`src/rtl/tone_decoder.sv`:
```
// -----------------------------------------------------------------------------
// tone_decoder
//
// Recognises a square-wave audio tone by measuring its half-period and looking
// the result up in a 21-entry note table (three octaves of C..B). A note is
// only reported once two consecutive half-period measurements agree, so a
// single glitchy interval never changes the outputs. A long gap with no input
// edges is treated as silence and clears the reported note.
//
// Ports
//   sys_clk      in   system clock, the only clock
//   sys_rst      in   synchronous active-high reset
//   init_done    in   when low, the FSM and all counters hold their values
//   tone_in      in   asynchronous square-wave audio input
//   note_valid   out  a recognised note is present
//   scale        out  octave: 0 low, 1 mid, 2 high
//   key          out  note 1..7 (C..B), 0 = none
//   half_period  out  last measured half-period, in ticks
//   note_change  out  one-cycle pulse after any change of {note_valid,scale,key}
// -----------------------------------------------------------------------------
module tone_decoder #(
  parameter int CLK_DIV       = 1000,
  parameter int TOL           = 1,
  parameter int SILENCE_TICKS = 255
) (
  input  logic       sys_clk,
  input  logic       sys_rst,
  input  logic       init_done,
  input  logic       tone_in,
  output logic       note_valid,
  output logic [1:0] scale,
  output logic [3:0] key,
  output logic [7:0] half_period,
  output logic       note_change
);

  localparam int               DIV_W    = (CLK_DIV > 1) ? $clog2(CLK_DIV) : 1;
  localparam logic [DIV_W-1:0] DIV_LAST = DIV_W'(CLK_DIV - 1);
  localparam logic [7:0]       SIL_LIM  = 8'(SILENCE_TICKS);
  localparam logic [8:0]       TOL_9    = 9'(TOL);

  localparam logic [1:0] ST_WAIT_EDGE = 2'd0;
  localparam logic [1:0] ST_MEASURE   = 2'd1;
  localparam logic [1:0] ST_SEARCH    = 2'd2;
  localparam logic [1:0] ST_DECIDE    = 2'd3;

  // Candidate encoding {valid, scale[1:0], key[3:0]}; all-zero means "none".
  localparam logic [6:0] CAND_NONE = 7'd0;

  // Half-period table in ticks; entry 0 sits in the least significant byte.
  localparam logic [8*21-1:0] HP_TABLE = {
    8'd25,  8'd28,  8'd32,  8'd36,  8'd38,  8'd43,  8'd48,   // high
    8'd51,  8'd57,  8'd64,  8'd72,  8'd76,  8'd85,  8'd96,   // mid
    8'd101, 8'd114, 8'd128, 8'd143, 8'd152, 8'd170, 8'd191   // low
  };

  // Padded to the full 5-bit index range so any idx value addresses a real entry.
  logic [7:0] table_rom [0:31];

  generate
    for (genvar gi = 0; gi < 32; gi++) begin : g_rom
      if (gi < 21) begin : g_entry
        assign table_rom[gi] = HP_TABLE[gi*8 +: 8];
      end else begin : g_pad
        assign table_rom[gi] = 8'd0;
      end
    end
  endgenerate

  logic             sync1_reg, sync2_reg, sync3_reg;
  logic [DIV_W-1:0] div_cnt_reg;
  logic [7:0]       hp_cnt_reg;
  logic [1:0]       state_reg;
  logic [7:0]       meas_reg;
  logic [4:0]       idx_reg;
  logic [1:0]       srch_scale_reg;
  logic [3:0]       srch_key_reg;
  logic [6:0]       cand_reg;
  logic [6:0]       prev_cand_reg;
  logic             note_valid_reg;
  logic [1:0]       scale_reg;
  logic [3:0]       key_reg;
  logic [7:0]       half_period_reg;
  logic             note_change_reg;
  logic [6:0]       out_prev_reg;

  logic       edge_det;
  logic       tick;
  logic       silence;
  logic [7:0] tbl_val;
  logic [8:0] diff_9;
  logic       hit;

  // sync3 is the previous synchronised level; any difference is an edge.
  assign edge_det = sync2_reg ^ sync3_reg;
  assign tick     = (div_cnt_reg == DIV_LAST);
  assign silence  = (hp_cnt_reg >= SIL_LIM);
  assign tbl_val  = table_rom[idx_reg];

  // Absolute difference at 9 bits so neither subtraction direction can wrap.
  always_comb begin
    diff_9 = 9'd0;
    if (meas_reg >= tbl_val) begin
      diff_9 = {1'b0, meas_reg} - {1'b0, tbl_val};
    end else begin
      diff_9 = {1'b0, tbl_val} - {1'b0, meas_reg};
    end
  end

  assign hit = (diff_9 <= TOL_9);

  always_ff @(posedge sys_clk) begin
    if (sys_rst) begin
      sync1_reg       <= 1'b0;
      sync2_reg       <= 1'b0;
      sync3_reg       <= 1'b0;
      div_cnt_reg     <= '0;
      hp_cnt_reg      <= 8'd0;
      state_reg       <= ST_WAIT_EDGE;
      meas_reg        <= 8'd0;
      idx_reg         <= 5'd0;
      srch_scale_reg  <= 2'd0;
      srch_key_reg    <= 4'd1;
      cand_reg        <= CAND_NONE;
      prev_cand_reg   <= CAND_NONE;
      note_valid_reg  <= 1'b0;
      scale_reg       <= 2'd1;
      key_reg         <= 4'd0;
      half_period_reg <= 8'd0;
      note_change_reg <= 1'b0;
      out_prev_reg    <= {1'b0, 2'd1, 4'd0};
    end else begin
      sync1_reg <= tone_in;
      sync2_reg <= sync1_reg;
      sync3_reg <= sync2_reg;

      // Compare against last cycle's fields: the pulse lands one cycle after a change.
      out_prev_reg    <= {note_valid_reg, scale_reg, key_reg};
      note_change_reg <= ({note_valid_reg, scale_reg, key_reg} != out_prev_reg);

      if (init_done) begin
        div_cnt_reg <= tick ? '0 : div_cnt_reg + 1'b1;

        // Edges clear the interval counter regardless of FSM state.
        if (edge_det) begin
          hp_cnt_reg <= 8'd0;
        end else if (tick && (hp_cnt_reg != 8'd255)) begin
          hp_cnt_reg <= hp_cnt_reg + 8'd1;
        end

        case (state_reg)
          ST_WAIT_EDGE: begin
            // The interval before the first edge has no known start, so it is dropped.
            if (edge_det) begin
              state_reg <= ST_MEASURE;
            end else if (silence) begin
              note_valid_reg <= 1'b0;
              key_reg        <= 4'd0;
              prev_cand_reg  <= CAND_NONE;
            end
          end

          ST_MEASURE: begin
            if (edge_det) begin
              meas_reg        <= hp_cnt_reg;
              half_period_reg <= hp_cnt_reg;
              idx_reg         <= 5'd0;
              srch_scale_reg  <= 2'd0;
              srch_key_reg    <= 4'd1;
              state_reg       <= ST_SEARCH;
            end else if (silence) begin
              note_valid_reg <= 1'b0;
              key_reg        <= 4'd0;
              prev_cand_reg  <= CAND_NONE;
              state_reg      <= ST_WAIT_EDGE;
            end
          end

          ST_SEARCH: begin
            // Linear scan from idx 0 so the lowest matching entry always wins.
            if (hit) begin
              cand_reg  <= {1'b1, srch_scale_reg, srch_key_reg};
              state_reg <= ST_DECIDE;
            end else if (idx_reg == 5'd20) begin
              cand_reg  <= CAND_NONE;
              state_reg <= ST_DECIDE;
            end else begin
              idx_reg <= idx_reg + 5'd1;
              // scale/key track idx so no divide-by-7 is needed.
              if (srch_key_reg == 4'd7) begin
                srch_key_reg   <= 4'd1;
                srch_scale_reg <= srch_scale_reg + 2'd1;
              end else begin
                srch_key_reg <= srch_key_reg + 4'd1;
              end
            end
          end

          ST_DECIDE: begin
            // Two consecutive agreeing intervals are required before outputs move.
            if (cand_reg == prev_cand_reg) begin
              if (cand_reg[6]) begin
                note_valid_reg <= 1'b1;
                scale_reg      <= cand_reg[5:4];
                key_reg        <= cand_reg[3:0];
              end else begin
                note_valid_reg <= 1'b0;
                key_reg        <= 4'd0;
              end
            end
            prev_cand_reg <= cand_reg;
            state_reg     <= ST_MEASURE;
          end

          default: state_reg <= ST_WAIT_EDGE;
        endcase
      end
    end
  end

  assign note_valid  = note_valid_reg;
  assign scale       = scale_reg;
  assign key         = key_reg;
  assign half_period = half_period_reg;
  assign note_change = note_change_reg;

endmodule

```
`config.mk`:
```
export PLATFORM = sky130hd
export DESIGN_NAME = tone_decoder
export DESIGN_NICKNAME = d
export VERILOG_FILES = /design/src/rtl/tone_decoder.sv
export SDC_FILE = /design/constraint.sdc
export NUM_CORES = 1
export LEC_CHECK = 0
export CAP_MARGIN = 10
export CORE_MARGIN = 10
export CORE_UTILIZATION = 65
export CTS_CLUSTER_DIAMETER = 50
export DETAILED_ROUTE_END_ITERATION = 16
export GPL_ROUTABILITY_DRIVEN = 0
export PLACE_DENSITY = 0.85
export RECOVER_POWER = 25
export SKIP_CTS_REPAIR_TIMING = 1
export SLEW_MARGIN = 20
export SYNTH_ARGS = -nofsm -noshare
export SYNTH_HDL_FRONTEND = slang
export SYNTH_SLANG_ARGS = --single-unit
```
`constraint.sdc`:
```
create_clock -name sys_clk -period 8.3 [get_ports sys_clk]
set_input_delay 2.075 -clock sys_clk [delete_from_list [all_inputs] [get_ports sys_clk]]
set_output_delay 2.075 -clock sys_clk [all_outputs]
set_load 0.03 [all_outputs]
```
Fig. 1: run 1, close-up of the layout
Window x 38 to 63, y 38 to 63 µm. Cells in gray, sequential cells in the stronger gray; small squares are vias.
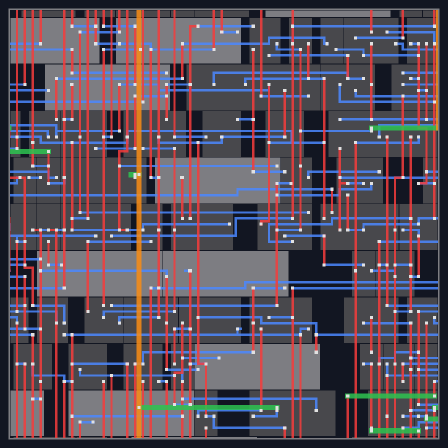
- met2: red
- met3: green
- met1: blue
- met4: orange
- sequential cells in the window: 8
- cells with their middle in the window: 52
- netlist names of flops here include: half_period (2), hp_cnt_reg (2), srch_scale_reg (2)
- most frequent: dfxtp_1 (8), nor2_1 (5), mux2i_1 (4)

Fig. 2: run 1, where the registers sit
Drawn at 4 px/µm.
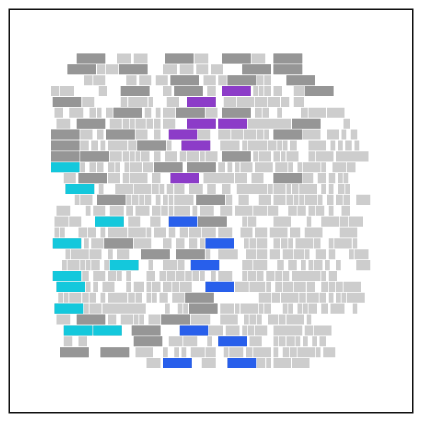
- cand_reg: purple (placed flops 7; where north)
- half_period: blue (placed flops 8)
- div_cnt_reg: cyan (placed flops 10)
- not colored: 46

==> notes.md, run 1 <==
* status: complete, but fails checks
* violated checks: capacitance limit, slew limit
* non-clk buf share: 4.19%
* post-placement cell area: 4410 µm²
* number of cells on the worst hold path: 1
* xor and xnor fraction of the mapped netlist area: 7.90%
* fin util: 73.3%
* net switching power: 0.000156 W
* worst reg2reg setup slack: 3.55 ns
* CP Capture Type: register
* detailed-router iteration count before antenna repair: 5
* half-perimeter wire length after placement: 6470 µm
* post-route cell area: 4630 µm²
* detailed-route vias per instance: 6.01
* post-detailed-routing wire length: 8800 µm
* Commonest Layout Cell: sky130_fd_sc_hd__dfxtp_1
* sum of internal, switching and leakage power: 0.000681 W
* fmax: 209 MHz
* logic gate fraction of the total cell area: 55.7%
* count of final max-slew check failures: 46
* area inside the core boundary: 6310 µm²
* number of warnings in the stage logs: 44
* worst min-delay path startpoint: sync1_reg$_SDFF_PP0_
* largest non-sequential cell family by area: simple AND/OR/NAND/NOR gates
* insertion delay to the later sink of the worst-skew pair: 0.34 ns
* critical-path cell list: dlygate4sd3_1 -> clkbuf_1 -> nor2b_1 -> and4_1 -> a22o_1
* number of placement rows: 29
* Die W: 101 µm
* startpoint class of the critical path: input port
* actual slew at the worst max-slew pin: 1.92 ns
* Net Sw Frac: 22.9%
* post-route insts no fill: 591
* initial standard-cell utilization of the core: 66.7%
* number of top-level pins: 20
* die height: 101 µm
* Non-CTS buffers: 20
* clock tree from TritonCTS: done
* Commonest cells post-synth: 71 x sky130_fd_sc_hd__dfxtp_1, 60 x sky130_fd_sc_hd__nor2_1, 33 x sky130_fd_sc_hd__nand2_1
* max-cap violation count: 1
* final count of hold timing violations: 0
* average instance area after synthesis: 8.46 µm²
* Pleak: 1.96 nW
* final cycle utilization of the critical path: 57.7%
* cell with the most instances after synthesis: sky130_fd_sc_hd__dfxtp_1
* clock-pin slew on the worst setup and hold paths: 0.08 ns
* final period demand of the worst path: 4.79 ns
* initial DRC count: 182
* type of the most critical hold path: register to register
* timing endpoint of the critical path: cand_reg[2]$_SDFFE_PP0P_
* worst reg2reg path startpoint: idx_reg[0]$_SDFFE_PP0P_
* gate count after technology mapping: 498
* TritonCTS sink count: 71
* fraction of area in registers: 30.7%
* number of antenna violations at the first check in global routing: 0
* leading cell types by total area after synthesis: sky130_fd_sc_hd__dfxtp_1 34%, sky130_fd_sc_hd__ha_1 9.2%, sky130_fd_sc_hd__nor2_1 5.3%
* Synth async-reset ratio: 0%
* Clock buf/inv share: 4.73%
* peak per-stage delay on the critical path: 1.37 ns
* Int Power: 0.000525 W
* Pwr Density: 147 nW/µm²
* via count of the routed design: 3,552
* Flop area: 1420 µm²
* overall track demand over capacity in global routing: 17.3%
* Clock Power Share: 44.0%
* Clock Root Buffer: sky130_fd_sc_hd__clkbuf_8
* die area: 10,100 µm²
* synthesized-area fraction occupied by adder cells: 10.2%
* Post-synth seq share: 33.7%
* Max Root-Sink Buffers: 2
* number of nets at floorplan: 535
* post-synthesis share of cell area spent on and, or, nand and nor gates: 20.5%
* layout cells sized above 1: 6.61%
* pin count of the biggest net entering global routing: 46
* FF-to-FF path depth: 18
* unrepaired setup endpoints after global routing: false
* Routed Antenna Nets: 0
* dominant logic cell types in the final layout: 71 x sky130_fd_sc_hd__dfxtp_1, 60 x sky130_fd_sc_hd__nor2_1, 33 x sky130_fd_sc_hd__nand2_1
* Inverters: 32
* Tapcell Cnt: 77
* area fraction in mux cells: 4.13%
* setup skew after layout: 0.0123 ns
* worst rel slew slack: -27.7%
* count of final setup violators: 0
* area taken by multi-input logic gates: 2580 µm²
* instance count after placement with tap cells included: 575
* total number of multi-input combinational cells: 375
Fig. 3: run 1, the metal 2 layer
Drawn at 4 px/µm.
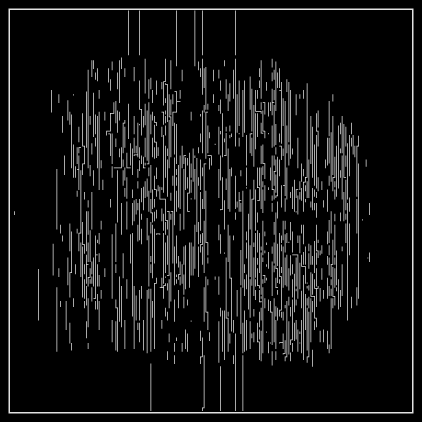
- wire length on this layer: 4,210 µm
- share of all routed wire: 48%

run 1: metal layers:
layer	global-route usage, %	vias to the layer above	wire, µm
met3	3.70	19	451
li1	-	1759	-
met1	21.6	1668	3940
met5	0	-	0
met2	27.8	106	4210
met4	7.72	0	197
run 1: power groups by stage:
stage | Sequential [W] | Combinational, W | Clock [W]
floorplan | 0.000352 | 0.0000291 | 0
global placement | 0.000353 | 0.0000349 | 0
detailed placement | 0.000353 | 0.0000361 | 0
CTS | 0.000345 | 0.0000365 | 0.000304
global route | 0.000345 | 0.0000408 | 0.000318
finish | 0.000345 | 0.0000364 | 0.000300
run 1: critical path, delay by kind of cell:
family	cells	cell delay, ns
AND/OR/NAND/NOR	2	0.84
buffers and inverters	2	1.89
AND-OR/OR-AND	1	0.21
Fig. 4: run 1, congestion heat map
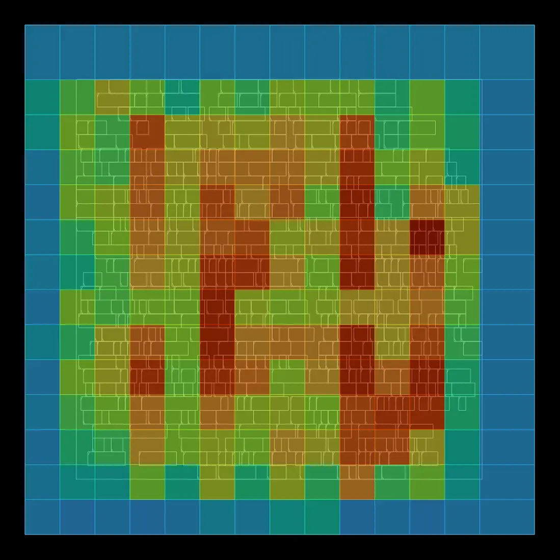

==> run 2, diff against run 1 <==
--- a/config.mk
+++ b/config.mk
@@ -7,11 +7,11 @@
 export LEC_CHECK = 0
 export CAP_MARGIN = 10
 export CORE_MARGIN = 10
-export CORE_UTILIZATION = 65
+export CORE_UTILIZATION = 55
 export CTS_CLUSTER_DIAMETER = 50
 export DETAILED_ROUTE_END_ITERATION = 16
 export GPL_ROUTABILITY_DRIVEN = 0
-export PLACE_DENSITY = 0.85
+export PLACE_DENSITY = 0.77
 export RECOVER_POWER = 25
 export SKIP_CTS_REPAIR_TIMING = 1
 export SLEW_MARGIN = 20
==> constraint.sdc (replaced) <==
create_clock -name sys_clk -period 4.25 [get_ports sys_clk]
set_input_delay 1.0625 -clock sys_clk [delete_from_list [all_inputs] [get_ports sys_clk]]
set_output_delay 1.0625 -clock sys_clk [all_outputs]
set_load 0.03 [all_outputs]
Fig. 5: run 2, congestion heat map
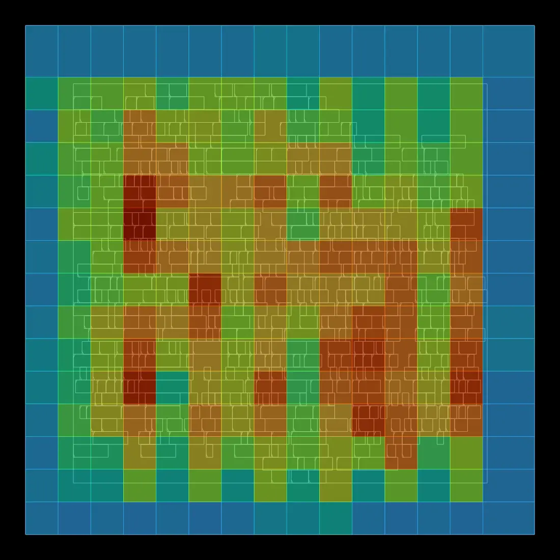
GRT met2 Usage: 26.3%
overall track demand over capacity in global routing: 16.1%
WL per Instance: 15.0 µm

==> run 2 against run 1 <==
The run now ends clean; sequential share of layout area down 1.4 points; largest cell class unchanged; via count up 1.1%; largest power group is now the clock network; critical path type is now register to register; count of clock-buffer cells in the layout up 1; combinational power up 120%; utilization down 7.6 points; setup slack worse by 3.3 ns; highest routed layer unchanged.
==> notes.md, run 2 <==
* pin count of the biggest net entering global routing: 45, -2.2%
* fmax: 246 MHz
* startpoint class of the critical path: register
* instance count after placement with tap cells included: 610, +6.1%
* highest routed metal layer: met4
* number of placement rows: 31, +6.9%
* post-route cell area: 4840 µm², +4.6%
* metal3 WL: 344 µm, -24%
* layer carrying the most global-route usage: met2
* post-detailed-routing wire length: 9390 µm, +6.7%
* number of warnings in the stage logs: 44, unchanged
* post-synthesis share of cell area spent on and, or, nand and nor gates: 20.5%, unchanged
* final period demand of the worst path: 4.06 ns
* initial DRC count: 188, +3.3%
* Clock Root Buffer: sky130_fd_sc_hd__clkbuf_8
* number of nets at floorplan: 535, unchanged
* die area: 11,600 µm², +14%
* synthesized-area fraction occupied by adder cells: 10.2%, unchanged
* status: finished, final reports clean
* number of antenna violations at the first check in global routing: 0, unchanged
* global routing usage on met3: 2.99%, -0.71 points
* max-cap violation count: 0, -1
* average instance area after synthesis: 8.46 µm², unchanged
* area fraction in mux cells: 4.13%, unchanged
* half-perimeter wire length after placement: 6770 µm, +4.7%
* initial standard-cell utilization of the core: 57.2%, -9.6 points
* cell with the most instances after synthesis: sky130_fd_sc_hd__dfxtp_1
* area taken by multi-input logic gates: 2620 µm², +1.6%
* logic gate fraction of the total cell area: 54.1%, -1.6 points
* fraction of area in registers: 29.3%, -1.4 points
* Non-CTS buffers: 34, +70%
* Chip Area, Yosys: 4210 µm²
* post-placement cell area: 4540 µm², +2.8%
* xor and xnor fraction of the mapped netlist area: 7.90%, unchanged
* Commonest Layout Cell: sky130_fd_sc_hd__dfxtp_1
* dominant logic cell types in the final layout: 71 x sky130_fd_sc_hd__dfxtp_1, 59 x sky130_fd_sc_hd__nor2_1, 33 x sky130_fd_sc_hd__nand2_1
* Inverters: 32, unchanged
* largest non-sequential cell family by area: simple AND/OR/NAND/NOR gates
* count of final setup violators: 0, unchanged
* clock tree from TritonCTS: done
* die height: 108 µm, +7.0%
* vias in the first global route: 3,346
* met1 WL: 4390 µm, +11%
* leading cell types by total area after synthesis: sky130_fd_sc_hd__dfxtp_1 34%, sky130_fd_sc_hd__ha_1 9.2%, sky130_fd_sc_hd__nor2_1 5.3%
* met1 Track Usage GR: 20.2%, -1.4 points
* critical-path cell list: inv_2 -> ha_4 -> nor2_2 -> a211oi_2 -> or2_2 -> o21ai_1 -> a22o_1 -> inv_1 -> ha_1 -> fa_2 -> nand2b_1 -> a21oi_2 -> a21o_1 -> o21ai_1 -> a211oi_2 -> o21ai_2 -> or4b_2 -> mux2i_1
* TritonCTS sink count: 71, unchanged
* clock-pin slew on the worst setup and hold paths: 0.07 ns, about the same
* number of top-level pins: 20, unchanged
* final cycle utilization of the critical path: 95.5%
* detailed-route vias per instance: 5.73, -4.7%
* post-route insts no fill: 627, +6.1%
* total number of multi-input combinational cells: 375, unchanged
* worst rel slew slack: 52.7%, +80 points
* Pwr Density: 299 nW/µm², +100%
* top cell family by delay on the critical path: AND-OR/OR-AND gates
* Synth async-reset ratio: 0%, unchanged
* Buffers & Inverters on Critical Path: 2, unchanged
* sum of internal, switching and leakage power: 0.00145 W, +110%
* Die W: 108 µm, +7.0%
* actual slew at the worst max-slew pin: 0.709 ns, -1.21 ns
* insertion delay to the later sink of the worst-skew pair: 0.35 ns, about the same
* Commonest cells post-synth: 71 x sky130_fd_sc_hd__dfxtp_1, 60 x sky130_fd_sc_hd__nor2_1, 33 x sky130_fd_sc_hd__nand2_1
* setup skew after layout: 0.00663 ns, -0.00564 ns
* fin util: 65.7%, -7.6 points
* non-clk buf share: 6.17%, +2.0 points
* Clock buf/inv share: 5.37%, +0.64 points
* Post-synth seq share: 33.7%, unchanged
* gate count after technology mapping: 498, unchanged
* peak per-stage delay on the critical path: 0.68 ns, -0.69 ns
* area inside the core boundary: 7370 µm², +17%
* via count of the routed design: 3,592, +1.1%
* layout cells sized above 1: 10.2%, +3.6 points
* Routed Antenna Nets: 0, unchanged
* Flop area: 1420 µm², unchanged
* count of final max-slew check failures: 0, -100%
* type of the most critical hold path: register to register
Fig. 6: run 2, cell sizes after repair
Drawn at 4 px/µm.
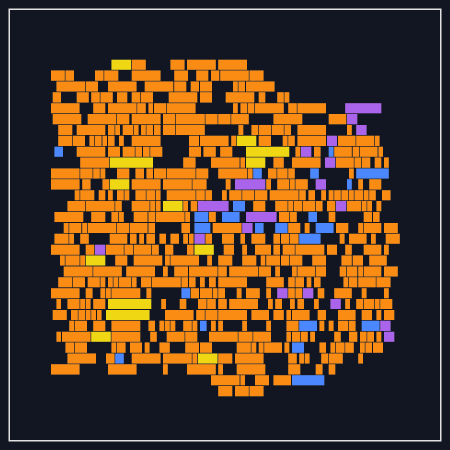
- drive 6 and up: yellow (cells 13; share 2.5%; most used clkbuf_8)
- drive 3 to 4: purple (cells 19; share 3.6%; most used buf_4)
- drive 1 or less: orange (cells 474; share 90%; most used dfxtp_1)
- drive 2: blue (cells 22; share 4.2%; most used or2_2)

## run 2: cell counts after synthesis
Identical to the previous run, type by type.
## run 2: power breakdown
group / switching, W / internal (W)
Sequential: 0.00000382 / 0.000669
Combinational: 0.0000494 / 0.0000305
Clock: 0.000249 / 0.000448
## run 2: final timing paths
check | startpoint | endpoint | slack, ns | cells after the start
hold reg to reg | sync1_reg$_SDFF_PP0_ | sync2_reg$_SDFF_PP0_ | 0.44 | 1
hold / removal | sync1_reg$_SDFF_PP0_ | sync2_reg$_SDFF_PP0_ | 0.44 | 1
setup / recovery | idx_reg[0]$_SDFFE_PP0P_ | srch_scale_reg[0]$_SDFFE_PP0P_ | 0.19 | 18
setup reg to reg | idx_reg[0]$_SDFFE_PP0P_ | srch_scale_reg[0]$_SDFFE_PP0P_ | 0.19 | 18
Power is estimated from default activity; no workload was simulated.
